<file path="config.mk">
export PLATFORM = sky130hd
export DESIGN_NAME = dpram_port_adapter
export DESIGN_NICKNAME = d
export VERILOG_FILES = /design/src/rtl/dpram_adapter_pkg.sv /design/src/rtl/dpram_port_adapter.sv
export SDC_FILE = /design/constraint.sdc
export NUM_CORES = 1
export LEC_CHECK = 0
export CELL_PAD_IN_SITES_DETAIL_PLACEMENT = 1
export CELL_PAD_IN_SITES_GLOBAL_PLACEMENT = 1
export CORE_MARGIN = 8
export CORE_UTILIZATION = 33
export CTS_BUF_LIST = sky130_fd_sc_hd__clkbuf_2
export CTS_CLUSTER_SIZE = 28
export DETAILED_ROUTE_END_ITERATION = 8
export PLACE_DENSITY_LB_ADDON = 0.1
export RECOVER_POWER = 100
export SLEW_MARGIN = 5
export SYNTH_ARGS = -nofsm -noshare
export SYNTH_HDL_FRONTEND = slang
export SYNTH_SLANG_ARGS = --single-unit
</file>
<file path="constraint.sdc">
create_clock -name clk_i -period 2.71 [get_ports clk_i]
set_input_delay 0.6775 -clock clk_i [delete_from_list [all_inputs] [get_ports clk_i]]
set_output_delay 0.6775 -clock clk_i [all_outputs]
set_load 0.05 [all_outputs]
</file>
<file path="src/rtl/dpram_adapter_pkg.sv">
// Shared types and helpers for the single-port RAM request adapter.
package dpram_adapter_pkg;

  typedef enum logic [0:0] {
    StIdle,
    StMerge
  } adapter_state_e;

  localparam logic [3:0] BE_FULL = 4'hF;
  localparam logic [3:0] BE_NONE = 4'h0;

  // Lane-wise select: enabled lanes come from new_word, the rest from old_word.
  function automatic logic [31:0] be_merge(input logic [31:0] old_word,
                                           input logic [31:0] new_word,
                                           input logic [3:0]  be);
    logic [31:0] merged;
    for (int i = 0; i < 4; i++) begin
      merged[8*i +: 8] = be[i] ? new_word[8*i +: 8] : old_word[8*i +: 8];
    end
    return merged;
  endfunction

endpackage

</file>
<file path="src/rtl/dpram_port_adapter.sv">
// Adapts a req/gnt/rvalid core port to a registered-read RAM port, turning partial writes
// into read-modify-write. Define DPRAM_ADAPTER_RDATA_REG_EN to register the response once more.
module dpram_port_adapter
  import dpram_adapter_pkg::*;
#(
  parameter int unsigned ADDR_WIDTH = 8,
  parameter int unsigned DATA_WIDTH = 32
) (
  input  logic                  clk_i,
  input  logic                  rst_i,
  input  logic                  req_i,
  output logic                  gnt_o,
  input  logic                  we_i,
  input  logic [3:0]            be_i,
  input  logic [31:0]           addr_i,
  input  logic [DATA_WIDTH-1:0] wdata_i,
  output logic                  rvalid_o,
  output logic [DATA_WIDTH-1:0] rdata_o,
  output logic                  ram_en_o,
  output logic                  ram_wr_o,
  output logic [ADDR_WIDTH-1:0] ram_addr_o,
  output logic [DATA_WIDTH-1:0] ram_wdata_o,
  input  logic [DATA_WIDTH-1:0] ram_rdata_i
);

  adapter_state_e state_q, state_d;

  logic [ADDR_WIDTH-1:0] addr_q, addr_hold_q;
  logic [DATA_WIDTH-1:0] wdata_q, wdata_hold_q;
  logic [3:0]            be_q;
  logic                  latch;
  logic                  rvalid_d, rvalid_q;
  logic [ADDR_WIDTH-1:0] word_addr;

  assign word_addr = addr_i[ADDR_WIDTH+1:2];

  logic unused_addr;
  assign unused_addr = ^{addr_i[31:ADDR_WIDTH+2], addr_i[1:0]};

  always_comb begin
    state_d     = state_q;
    gnt_o       = 1'b0;
    ram_en_o    = 1'b0;
    ram_wr_o    = 1'b0;
    ram_addr_o  = addr_hold_q;
    ram_wdata_o = wdata_hold_q;
    rvalid_d    = 1'b0;
    latch       = 1'b0;
    // Reset masks everything, which also abandons a write caught in the merge cycle.
    if (!rst_i) begin
      unique case (state_q)
        StIdle: begin
          gnt_o = req_i;
          if (req_i) begin
            if (!we_i) begin
              ram_en_o   = 1'b1;
              ram_addr_o = word_addr;
              rvalid_d   = 1'b1;
            end else if (be_i == BE_FULL) begin
              ram_en_o    = 1'b1;
              ram_wr_o    = 1'b1;
              ram_addr_o  = word_addr;
              ram_wdata_o = wdata_i;
              rvalid_d    = 1'b1;
            end else if (be_i == BE_NONE) begin
              rvalid_d = 1'b1;
            end else begin
              ram_en_o   = 1'b1;
              ram_addr_o = word_addr;
              latch      = 1'b1;
              state_d    = StMerge;
            end
          end
        end
        StMerge: begin
          ram_en_o    = 1'b1;
          ram_wr_o    = 1'b1;
          ram_addr_o  = addr_q;
          ram_wdata_o = be_merge(ram_rdata_i, wdata_q, be_q);
          rvalid_d    = 1'b1;
          state_d     = StIdle;
        end
        default: state_d = StIdle;
      endcase
    end
  end

  always_ff @(posedge clk_i) begin
    if (rst_i) begin
      state_q      <= StIdle;
      addr_q       <= '0;
      wdata_q      <= '0;
      be_q         <= '0;
      addr_hold_q  <= '0;
      wdata_hold_q <= '0;
      rvalid_q     <= 1'b0;
    end else begin
      state_q  <= state_d;
      rvalid_q <= rvalid_d;
      if (latch) begin
        addr_q  <= word_addr;
        wdata_q <= wdata_i;
        be_q    <= be_i;
      end
      // RAM address/data hold their last issued values while the port is idle.
      if (ram_en_o) begin
        addr_hold_q  <= ram_addr_o;
        wdata_hold_q <= ram_wdata_o;
      end
    end
  end

`ifdef DPRAM_ADAPTER_RDATA_REG_EN
  logic                  rvalid_r_q;
  logic [DATA_WIDTH-1:0] rdata_r_q;

  always_ff @(posedge clk_i) begin
    if (rst_i) begin
      rvalid_r_q <= 1'b0;
    end else begin
      rvalid_r_q <= rvalid_q;
    end
  end

  always_ff @(posedge clk_i) begin
    rdata_r_q <= ram_rdata_i;
  end

  assign rvalid_o = rvalid_r_q & ~rst_i;
  assign rdata_o  = rdata_r_q;
`else
  assign rvalid_o = rvalid_q & ~rst_i;
  assign rdata_o  = ram_rdata_i;
`endif

endmodule

</file>
### Signal wires by layer

Only two layers are drawn.
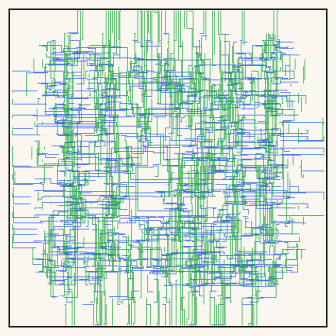
Key: blue = met1 [wire length 7,430 µm]; green = met2 [wire length 9,580 µm]
wirelength, routed: 18,230 µm
average wire length per cell after detail routing: 20.21 µm
via count: 4,882

### Clock routing

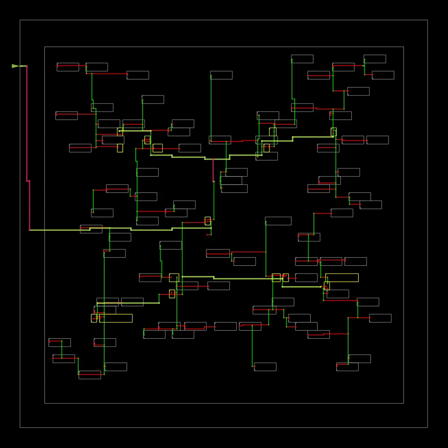
number of flip-flops and latches: 86
clock network latency to the later pin of the worst-skew pair: 0.58 ns
power attributed to the clock group: 804 µW
clock buffer count in the final layout: 9
TritonCTS buffer count: 9

==> run summary <==
Implementation results.

The run finished, with violations left. The final reports fail on negative setup slack. The leakage power summed over all cells is around 3.1 nW. The area of the multi-input gates is ~2900 µm². After layout, the minimum clock period comes to 2.877 ns. The number of stages on the worst setup path is 7. The tap cell count is 184. Walking the worst path, the cells encountered are clkdlybuf4s15_2, nor4_4, buf_4, a21oi_4, a222oi_1, buf_4, buf_12. The number of buffers inserted by hold repair at cts is 0.

Setup repair after global routing could not meet its margin everywhere. The average via count per standard cell is 5.412. At the placement stage, the worst setup path has a slack of -0.5419 ns. Clock tree synthesis selected as its root buffer the cell sky130_fd_sc_hd__clkbuf_2.

The biggest area consumer among synthesized cells is sky130_fd_sc_hd__dfxtp_1. The cell depth of the worst flop-to-flop path is 6. Per the synthesis report, the number of distinct cell types is 35. The share of the core area taken by cells at floorplan is 33.41%. The residual DRC count is 0. The share of Yosys cell area claimed by the top area cell type is 35.72%. Hold-check failures listed in the final report amount to 0.

Per the finish-stage timing summary, setup violations number 39. The number of buffers and inverters on the critical path is 4. The share of post-route cells with drive strength above 1 is between 30% and 40%. The beginning of the critical path is be_i[3]. After detailed placement, the total cell area comes to about 7200 µm².

Across all setup checks in the final design, the least slack found is -0.1669 ns. Across the whole layout, storage elements make up approximately 22% of the cell area. The register bit total from synthesis is between 80 and 90. The setup path with the least slack is of type input pin to primary output. The area enclosed by the die boundary is approximately 19,000 µm². The number of synthesis warnings is 0. Relative to the synthesized area, the layout overhead comes to 64.46%. The leading register cell type out of synthesis is sky130_fd_sc_hd__dfxtp_1. The final antenna-violating net count is 0.

The proportion of synthesized chip area in sequential cells is a little over a third. The relative area of clock buffers and inverters in the final design is around 1.8%. The first TritonRoute pass finished after 4 iterations. The final layout report lists a non-clock inverter count of 13. The timing-limited maximum frequency is between 300 and 400 MHz. Among logic cells in the layout, the one with the most instances is sky130_fd_sc_hd__dfxtp_1. The initialized floorplan defines between 40 and 50 standard-cell rows.

The horizontal die dimension is between 100 and 150 µm. The congestion estimate from routability-driven global placement came to 0.7668. The portion of the layout cell area used by non-clock buffers is 35.93%. Registers take roughly 1700 µm². The Yosys chip area is ~4800 µm². The startpoint kind of the worst setup timing path is an input pin.
### Nets reached from selected ports

The bar under the picture is 50 µm long.
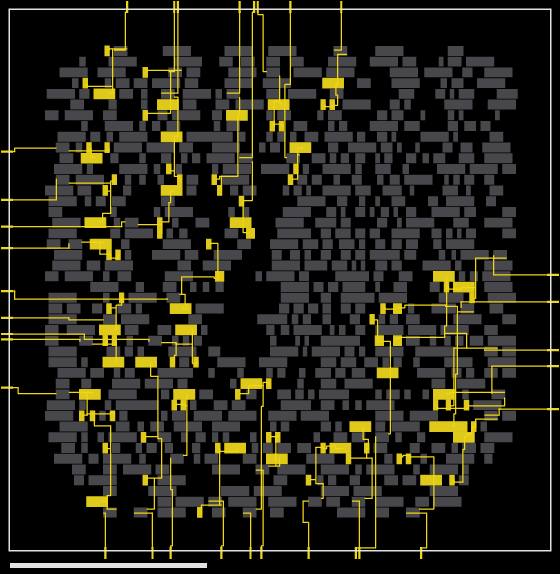
Key: yellow = wdata_i [bits 32, direction input, end cells 96, wire 1,530 µm]
count of buffers inserted at the top-level ports: 155
number of top-level pins: 180

-- where the power goes --
part / total, mW / leakage (nW) / switching [mW] / internal [mW]
sequential: 1.40 / 0.706 / 0.0524 / 1.34
combinational: 1.27 / 2.35 / 0.642 / 0.629
clock: 0.804 / 0.0828 / 0.495 / 0.309
-- flip-flops by register name, indices dropped and copies added (netlist names) --
register,cells
be_q,4
rvalid_q,1
addr_hold_q,8
wdata_hold_q,32
addr_q,8
state_q,1
wdata_q,32
-- kinds of logic after synthesis --
logic type | count (synthesis) | share of synthesized area, %
muxes | 32 | 6.646
and+or+nand+nor | 185 | 19.21
AOI/OAI and AO/OA | 179 | 27.93
buffers and inverters | 98 | 10.49
DFF | 86 | 35.72
-- how the worst min path moves through the flow --
stage	from	endpoint	slack [ns]	cells after the start
4_1_cts	be_i[0]	be_q[0]	0.30	3
5_1_grt	be_i[0]	be_q[0]	0.26	3
3_5_place_dp	wdata_q[29]	wdata_q[29]	0.47	2
2_1_floorplan	wdata_q[2]	wdata_q[2]	0.44	2
6_report	be_i[0]	be_q[0]	0.35	3
3_3_place_gp	wdata_q[2]	wdata_q[2]	0.46	2
-- through the flow --
| step | total power [mW] | util [%] | std cells | TNS, ns |
|---|---|---|---|---|
| 4_1_cts | 3.485 | 54.21 | 899 | -4.796 |
| 2_1_floorplan | 2.047 | - | 580 | -0.6042 |
| 3_3_place_gp | 2.602 | 50.14 | 867 | -18.00 |
| 3_5_place_dp | 2.633 | 50.14 | 867 | -20.73 |
| 6_report | 3.470 | 54.95 | 902 | -4.886 |
| 5_1_grt | 3.628 | 54.95 | 902 | -8.884 |
-- routing by layer --
metal  wire, µm  vias up  track usage [%]
li1           -     2330                -
met1       7426     2416            20.94
met2       9584      122            34.92
met3       1026       14            5.874
met4        189        0            5.432
met5          0        -                0
No activity file was given, so power comes from the tool's default toggle rates.
